### config.mk
export PLATFORM = sky130hd
export DESIGN_NAME = sudoku_grid_reader_flat
export DESIGN_NICKNAME = d
export VERILOG_FILES = /design/src/rtl/sudoku_grid_reader_if.sv /design/src/rtl/sudoku_grid_reader.sv /design/src/flat_wrapper.sv
export SDC_FILE = /design/constraint.sdc
export NUM_CORES = 1
export LEC_CHECK = 0
export CAP_MARGIN = 20
export CORE_ASPECT_RATIO = 0.6
export CORE_MARGIN = 1
export CORE_UTILIZATION = 55
export CTS_CLUSTER_SIZE = 10
export DETAILED_ROUTE_END_ITERATION = 10
export GPL_ROUTABILITY_DRIVEN = 0
export PLACE_DENSITY_LB_ADDON = 0.25
export SLEW_MARGIN = 20
export SYNTH_ARGS = -nofsm -noshare
export SYNTH_HDL_FRONTEND = slang
export SYNTH_SLANG_ARGS = --single-unit
### constraint.sdc
create_clock -name Clk -period 20.8 [get_ports Clk]
set_input_delay 4.16 -clock Clk [delete_from_list [all_inputs] [get_ports Clk]]
set_output_delay 4.16 -clock Clk [all_outputs]
set_load 0.02 [all_outputs]
### src/rtl/sudoku_grid_reader_if.sv
// sudoku_grid_reader_if
// Bundles the solver display-side signals and the board status signals that
// pass through the grid reader.
//   Start       : one-cycle scan request from the board
//   Disp        : solver reports it is showing a finished grid
//   SolverRow   : solver current row (0..8)
//   SolverCol   : solver current column (0..8)
//   SolverValue : solver digit at the current cell (raw 4-bit value)
//   NextOut     : one-cycle step pulse back to the solver Next input
//   Busy        : scan in progress
//   Done        : scan finished, held until the next accepted Start
//   Valid       : grid is a legal solution (meaningful with Done)
//   ErrCode     : 0 none, 1 bad digit, 2 duplicate, 3 sequence error
//   ErrRow      : row of first offending cell
//   ErrCol      : column of first offending cell
// Modports:
//   master : solver/board side (drives Start, Disp and the solver cell bus)
//   slave  : grid reader side
interface sudoku_grid_reader_if;
  logic       Start;
  logic       Disp;
  logic [3:0] SolverRow;
  logic [3:0] SolverCol;
  logic [3:0] SolverValue;
  logic       NextOut;
  logic       Busy;
  logic       Done;
  logic       Valid;
  logic [1:0] ErrCode;
  logic [3:0] ErrRow;
  logic [3:0] ErrCol;

  modport master (
    output Start, Disp, SolverRow, SolverCol, SolverValue,
    input  NextOut, Busy, Done, Valid, ErrCode, ErrRow, ErrCol
  );

  modport slave (
    input  Start, Disp, SolverRow, SolverCol, SolverValue,
    output NextOut, Busy, Done, Valid, ErrCode, ErrRow, ErrCol
  );
endinterface

### src/rtl/sudoku_grid_reader.sv
// sudoku_grid_reader
// Walks a finished grid out of the solver display port one cell at a time
// (row-major, (0,0) to (8,8)) and checks that it is a legal solved Sudoku:
// every digit in 1..9 and no repeat in any row, column or 3x3 box. Reports
// pass/fail plus the first offending cell.
// Ports:
//   Clk   : system clock
//   Reset : asynchronous, active-high reset; aborts any scan in progress
//   bus   : sudoku_grid_reader_if.slave (Start/Disp/solver cell bus in,
//           NextOut/Busy/Done/Valid/ErrCode/ErrRow/ErrCol out)
// Parameters:
//   SETTLE_CYCLES : cycles to wait after Start / each Next pulse before the
//                   solver outputs are sampled (1..255)
//
// state     | meaning
// ----------+------------------------------------------------------------
// S_IDLE    | waiting for Start with Disp=1
// S_SETTLE  | counting down SETTLE_CYCLES for solver outputs to settle
// S_CHECK   | one cycle: check position, digit range and duplicates
// S_ADVANCE | one cycle: pulse NextOut and step the expected position
// S_DONE    | result held until a new Start with Disp=1
module sudoku_grid_reader #(
  parameter int unsigned SETTLE_CYCLES = 2
) (
  input logic                  Clk,
  input logic                  Reset,
  sudoku_grid_reader_if.slave  bus
);

  typedef enum logic [2:0] {
    S_IDLE,
    S_SETTLE,
    S_CHECK,
    S_ADVANCE,
    S_DONE
  } state_t;

  localparam logic [1:0] ERR_NONE  = 2'd0;
  localparam logic [1:0] ERR_DIGIT = 2'd1;
  localparam logic [1:0] ERR_DUP   = 2'd2;
  localparam logic [1:0] ERR_SEQ   = 2'd3;

  localparam logic [7:0] SETTLE_LOAD = 8'(SETTLE_CYCLES - 1);

  state_t     state, state_nxt;

  logic [8:0] row_mask [0:8];
  logic [8:0] col_mask [0:8];
  logic [8:0] box_mask [0:8];

  logic [3:0] exp_r, exp_c;
  logic [7:0] settle_cnt;

  logic       valid_q;
  logic [1:0] err_code_q;
  logic [3:0] err_row_q, err_col_q;

  // Cell decode for the current expected position and sampled digit
  logic [1:0] r_band, c_band;
  logic [3:0] box_idx;
  logic       digit_ok;
  logic [8:0] digit_oh;
  logic       pos_ok;
  logic       dup_hit;
  logic       last_cell;

  // Control strobes from the next-state logic
  logic       start_scan;
  logic       load_settle;
  logic       commit;
  logic       fail;
  logic [1:0] fail_code;
  logic       finish_ok;
  logic       step_pos;

  // Box index = 3*(row band) + (column band), bands found by compares
  always_comb begin
    r_band = 2'd0;
    c_band = 2'd0;
    if (exp_r < 4'd3)      r_band = 2'd0;
    else if (exp_r < 4'd6) r_band = 2'd1;
    else                   r_band = 2'd2;
    if (exp_c < 4'd3)      c_band = 2'd0;
    else if (exp_c < 4'd6) c_band = 2'd1;
    else                   c_band = 2'd2;
    box_idx = {1'b0, r_band, 1'b0} + {2'b00, r_band} + {2'b00, c_band};
  end

  always_comb begin
    digit_ok = (bus.SolverValue >= 4'd1) && (bus.SolverValue <= 4'd9);
    digit_oh = 9'd0;
    if (digit_ok) digit_oh = 9'd1 << (bus.SolverValue - 4'd1);
  end

  assign pos_ok    = bus.Disp && (bus.SolverRow == exp_r) && (bus.SolverCol == exp_c);
  assign dup_hit   = |(digit_oh & (row_mask[exp_r] | col_mask[exp_c] | box_mask[box_idx]));
  assign last_cell = (exp_r == 4'd8) && (exp_c == 4'd8);

  always_ff @(posedge Clk or posedge Reset) begin
    if (Reset) state <= S_IDLE;
    else       state <= state_nxt;
  end

  always_comb begin
    state_nxt   = state;
    start_scan  = 1'b0;
    load_settle = 1'b0;
    commit      = 1'b0;
    fail        = 1'b0;
    fail_code   = ERR_NONE;
    finish_ok   = 1'b0;
    step_pos    = 1'b0;
    case (state)
      S_IDLE, S_DONE: begin
        if (bus.Start && bus.Disp) begin
          start_scan  = 1'b1;
          load_settle = 1'b1;
          state_nxt   = S_SETTLE;
        end
      end
      S_SETTLE: begin
        if (settle_cnt == 8'd0) state_nxt = S_CHECK;
      end
      S_CHECK: begin
        // Priority: sequence, digit range, duplicate
        if (!pos_ok) begin
          fail      = 1'b1;
          fail_code = ERR_SEQ;
          state_nxt = S_DONE;
        end else if (!digit_ok) begin
          fail      = 1'b1;
          fail_code = ERR_DIGIT;
          state_nxt = S_DONE;
        end else if (dup_hit) begin
          fail      = 1'b1;
          fail_code = ERR_DUP;
          state_nxt = S_DONE;
        end else begin
          commit = 1'b1;
          if (last_cell) begin
            finish_ok = 1'b1;
            state_nxt = S_DONE;
          end else begin
            state_nxt = S_ADVANCE;
          end
        end
      end
      S_ADVANCE: begin
        step_pos    = 1'b1;
        load_settle = 1'b1;
        state_nxt   = S_SETTLE;
      end
      default: state_nxt = S_IDLE;
    endcase
  end

  // Settle timer: loaded with SETTLE_CYCLES-1, CHECK follows terminal count
  always_ff @(posedge Clk or posedge Reset) begin
    if (Reset) begin
      settle_cnt <= 8'd0;
    end else if (load_settle) begin
      settle_cnt <= SETTLE_LOAD;
    end else if ((state == S_SETTLE) && (settle_cnt != 8'd0)) begin
      settle_cnt <= settle_cnt - 8'd1;
    end
  end

  always_ff @(posedge Clk or posedge Reset) begin
    if (Reset) begin
      exp_r <= 4'd0;
      exp_c <= 4'd0;
    end else if (start_scan) begin
      exp_r <= 4'd0;
      exp_c <= 4'd0;
    end else if (step_pos) begin
      if (exp_c == 4'd8) begin
        exp_c <= 4'd0;
        exp_r <= exp_r + 4'd1;
      end else begin
        exp_c <= exp_c + 4'd1;
      end
    end
  end

  always_ff @(posedge Clk or posedge Reset) begin
    if (Reset) begin
      for (int i = 0; i < 9; i++) begin
        row_mask[i] <= 9'd0;
        col_mask[i] <= 9'd0;
        box_mask[i] <= 9'd0;
      end
    end else if (start_scan) begin
      for (int i = 0; i < 9; i++) begin
        row_mask[i] <= 9'd0;
        col_mask[i] <= 9'd0;
        box_mask[i] <= 9'd0;
      end
    end else if (commit) begin
      row_mask[exp_r]   <= row_mask[exp_r]   | digit_oh;
      col_mask[exp_c]   <= col_mask[exp_c]   | digit_oh;
      box_mask[box_idx] <= box_mask[box_idx] | digit_oh;
    end
  end

  always_ff @(posedge Clk or posedge Reset) begin
    if (Reset) begin
      valid_q    <= 1'b0;
      err_code_q <= ERR_NONE;
      err_row_q  <= 4'd0;
      err_col_q  <= 4'd0;
    end else if (start_scan) begin
      valid_q    <= 1'b0;
      err_code_q <= ERR_NONE;
      err_row_q  <= 4'd0;
      err_col_q  <= 4'd0;
    end else if (fail) begin
      valid_q    <= 1'b0;
      err_code_q <= fail_code;
      err_row_q  <= exp_r;
      err_col_q  <= exp_c;
    end else if (finish_ok) begin
      valid_q    <= 1'b1;
      err_code_q <= ERR_NONE;
    end
  end

  // Status outputs decode straight from the state register so Reset clears
  // them, and NextOut, without waiting for a clock edge.
  assign bus.NextOut = (state == S_ADVANCE);
  assign bus.Busy    = (state == S_SETTLE) || (state == S_CHECK) || (state == S_ADVANCE);
  assign bus.Done    = (state == S_DONE);
  assign bus.Valid   = valid_q;
  assign bus.ErrCode = err_code_q;
  assign bus.ErrRow  = err_row_q;
  assign bus.ErrCol  = err_col_q;

endmodule

### src/flat_wrapper.sv
// flat-port wrapper written by rule: the top's interface ports become plain ports
module sudoku_grid_reader_flat 
#(
  parameter int unsigned SETTLE_CYCLES = 2
)
  (Clk, Reset, bus_Start, bus_Disp, bus_SolverRow, bus_SolverCol, bus_SolverValue, bus_NextOut, bus_Busy, bus_Done, bus_Valid, bus_ErrCode, bus_ErrRow, bus_ErrCol);
  sudoku_grid_reader_if bus_i ();
  input logic Clk;
  input logic Reset;
  input wire logic [$bits(bus_i.Start)-1:0] bus_Start;
  input wire logic [$bits(bus_i.Disp)-1:0] bus_Disp;
  input wire logic [$bits(bus_i.SolverRow)-1:0] bus_SolverRow;
  input wire logic [$bits(bus_i.SolverCol)-1:0] bus_SolverCol;
  input wire logic [$bits(bus_i.SolverValue)-1:0] bus_SolverValue;
  output wire logic [$bits(bus_i.NextOut)-1:0] bus_NextOut;
  output wire logic [$bits(bus_i.Busy)-1:0] bus_Busy;
  output wire logic [$bits(bus_i.Done)-1:0] bus_Done;
  output wire logic [$bits(bus_i.Valid)-1:0] bus_Valid;
  output wire logic [$bits(bus_i.ErrCode)-1:0] bus_ErrCode;
  output wire logic [$bits(bus_i.ErrRow)-1:0] bus_ErrRow;
  output wire logic [$bits(bus_i.ErrCol)-1:0] bus_ErrCol;
  assign bus_i.Start = bus_Start;
  assign bus_i.Disp = bus_Disp;
  assign bus_i.SolverRow = bus_SolverRow;
  assign bus_i.SolverCol = bus_SolverCol;
  assign bus_i.SolverValue = bus_SolverValue;
  assign bus_NextOut = bus_i.NextOut;
  assign bus_Busy = bus_i.Busy;
  assign bus_Done = bus_i.Done;
  assign bus_Valid = bus_i.Valid;
  assign bus_ErrCode = bus_i.ErrCode;
  assign bus_ErrRow = bus_i.ErrRow;
  assign bus_ErrCol = bus_i.ErrCol;
  sudoku_grid_reader #(.SETTLE_CYCLES(SETTLE_CYCLES)) u_core (.Clk(Clk), .Reset(Reset), .bus(bus_i));
endmodule
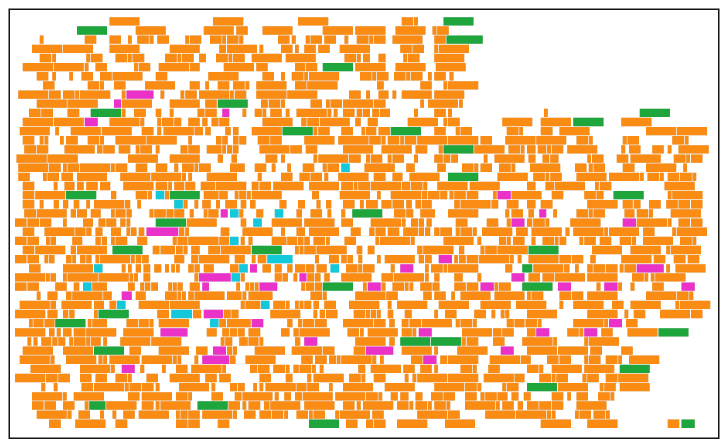
Figure 1: cell sizes after repair.
x6 and larger: drawn in green, cells 35, share 2.6%. x2: drawn in magenta, cells 39, share 2.9%. x1 and smaller: drawn in orange, cells 1,256, share 93%. x3 and x4: drawn in cyan, cells 17, share 1.3%.
number of non-clock buffers in the layout: 44
fin area: 0.01553 mm2
Final WS setup: 13.44 ns
area delta synth->final: 8.139%

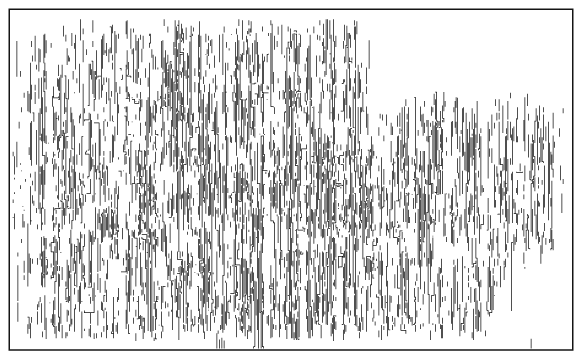
Figure 2: the metal 2 layer.
The layer carries 15,200 um of wire. The wires run mostly vertical. The longest straight run is 53.7 um.
GRT met2 Usage: 38.75%
final WL: 37.19 mm
via count: 10,478

metal layers:
layer / part of all wire [%] / GRT usage, % / up-vias
met5: 0 / 0 / -
met4: 1.5 / 5.371 / 0
met3: 7.5 / 6.981 / 47
met2: 41 / 38.75 / 381
met1: 50 / 45.82 / 5332
li1: - / - / 4718
sequential cells by signal, indices dropped and copies added (netlist names):
register,cells
u_core.bus.ErrCode,2
u_core.state,3
u_core.bus.ErrCol,4
u_core.exp_c,4
u_core.settle_cnt,8
u_core.bus.ErrRow,4
u_core.col_mask,81
u_core.bus.Valid,1
u_core.row_mask,81
u_core.exp_r,4
u_core.box_mask,81
path summary, 6_finish.rpt:
check                                                 startpoint                                to  slack, ns  depth (start not counted)
worst max-delay path                          bus_SolverValue[3]   u_core.col_mask[58]$_DFFE_PP0P_      13.44                          8
worst min-delay path            u_core.settle_cnt[0]$_DFFE_PP0P_  u_core.settle_cnt[0]$_DFFE_PP0P_       0.52                          1
worst max register to register       u_core.exp_r[0]$_DFFE_PP0P_   u_core.col_mask[58]$_DFFE_PP0P_      13.84                         17
worst min register to register  u_core.settle_cnt[0]$_DFFE_PP0P_  u_core.settle_cnt[0]$_DFFE_PP0P_       0.52                          1
max in group asynchronous                                  Reset   u_core.row_mask[54]$_DFFE_PP0P_      14.13                          4
min in group asynchronous                                  Reset   u_core.box_mask[52]$_DFFE_PP0P_       4.21                          2
layout make-up:
type                       count  area [um2]
timing repair buffer          44       402.9
multi-input combinational    975        6934
sequential                   273        6834
clock buffer                  35       800.8
fill                        2110        9923
inverter                      18       75.07
tap                          352       440.4
clock inverter                 2       38.79
report_power, final:
group / switching (mW) / leakage [nW] / internal, mW
combinational: 0.146 / 3.11 / 0.0622
clock: 0.208 / 0.411 / 0.279
sequential: 0.0153 / 3.80 / 0.545
==> flow_metrics.py <==
# Generated from Yosys and OpenROAD reports
metrics = {
    "timing": {
        "finalCriticalPeriod_ns": 7.359,
        "rsz0062_at_grt": "false",
        "drv_slew": 0,
        "post-route-period-util_pct": 35.38,
        "setup_viol": 0,
        "finalHoldViolCount": 0,
        "tightest_slew_ns": 1.041,
        "max_slew_margin_pct": 30.58,
        "final.setup.tns_ns": 0,
    },
    "run": {
        "cap_violations": 0,
        "warning_count": 36,
    },
    "placement": {
        "pre_cts_ws_ns": 13.02,
        "place_hpwl_mm": 24.53,
        "io_buffers": 29,
        "dp_cells": 1662,
        "post_dp_cell_area_mm2": 0.01469,
    },
    "logic_synthesis": {
        "synth_flops": 273,
        "top_logic_kind": "multiplexers",
        "mappedNetlistArea_mm2": 0.01436,
        "edf_count": 0,
        "topCellsByArea": "dfrtp_1 48%, mux2i_1 22%, nand2_1 7.2%",
        "largest_area_cell": "dfrtp_1",
        "ys_cells": 1374,
        "syn_inst": 1374,
        "ys_sh_xor_pct": 0.9760,
        "ys_seq_share_pct": 47.58,
        "ys_area_mm2": 0.01436,
        "ys_sh_mux_pct": 24.72,
        "ys_sh_aoi_pct": 6.675,
        "top_area_share_pct": 47.58,
        "ys_top_cells_by_count": "322 x mux2i_1, 274 x nand2_1, 273 x dfrtp_1, 48 x nor2_1, 45 x clkbuf_1",
        "synth_cell_types": 68,
        "avgSynthCellArea_um2": 10.45,
    },
    "cts": {
        "cts_root_buf": "clkbuf_16",
        "post_cts_buffers": 0,
        "ctsHtreeMaxLevel": 1,
        "postCtsHoldBufs": 0,
        "clockBufferDepth": 3,
        "clk_pin_slew_ns": 0.06,
        "cts_sinks": 273,
        "cts_resized": 0,
    },
    "setup_path": {
        "cp_num_buf_inv": 1,
        "slowest_delay_ns": 0.93,
        "critPathLaunchType": "input port",
        "cp.arrival_ns": 7.74,
        "required_ns": 21.19,
        "cp_max_fo": 27,
        "crit_chain": "clkdlybuf4s50_1 -> nand2b_1 -> nor3_1 -> a22o_1 -> nor4_4 -> and4b_1 -> nand3_1 -> mux2i_1",
        "path_delay_family": "simple AND/OR/NAND/NOR gates",
        "end_kind": "flip-flop",
        "slowest_stage": "and4b_1",
    },
    "detailed_routing": {
        "drt_iter0_drc": 1055,
        "drt_pre_antenna_iters": 6,
        "ant_nets": 0,
        "post-route-drc-count": 0,
        "routedWlPerCell_um": 21.89,
    },
    "die": {
        "rows": 45,
        "core_mm2": 0.02545,
        "io_pins": 30,
        "fp_util_pct": 56.42,
        "die_w_um": 210.6,
        "fp.dieH_um": 127.2,
    },
    "final_layout": {
        "final_core_util_pct": 61.01,
        "lay_top_count": "mux2i_1",
        "nets": 1374,
        "final_layout_size_suffix_gt1_share_pct": 6.756,
        "layout_top_cells": "322 x mux2i_1, 274 x nand2_1, 271 x dfrtp_1",
        "stdcell_count": 1699,
    },
    "min_path": {
        "hold_path.class": "flip-flop to flip-flop",
    },
    "grt": {
        "grt_first_pass_wirelength_mm": 59.22,
        "antenna_found_initial": 0,
        "grt_max_degree": 141,
    },
    "power": {
        "p_leak_nw": 7.321,
        "finalPower_mw": 1.255,
        "ir_drop_v": 0.00007233,
        "powerDensity_mw_per_mm2": 80.84,
    },
    "run_status": {
        "status": "complete, no violations",
    },
}
Power figures rest on the tool's default switching activity, not on a simulated workload.
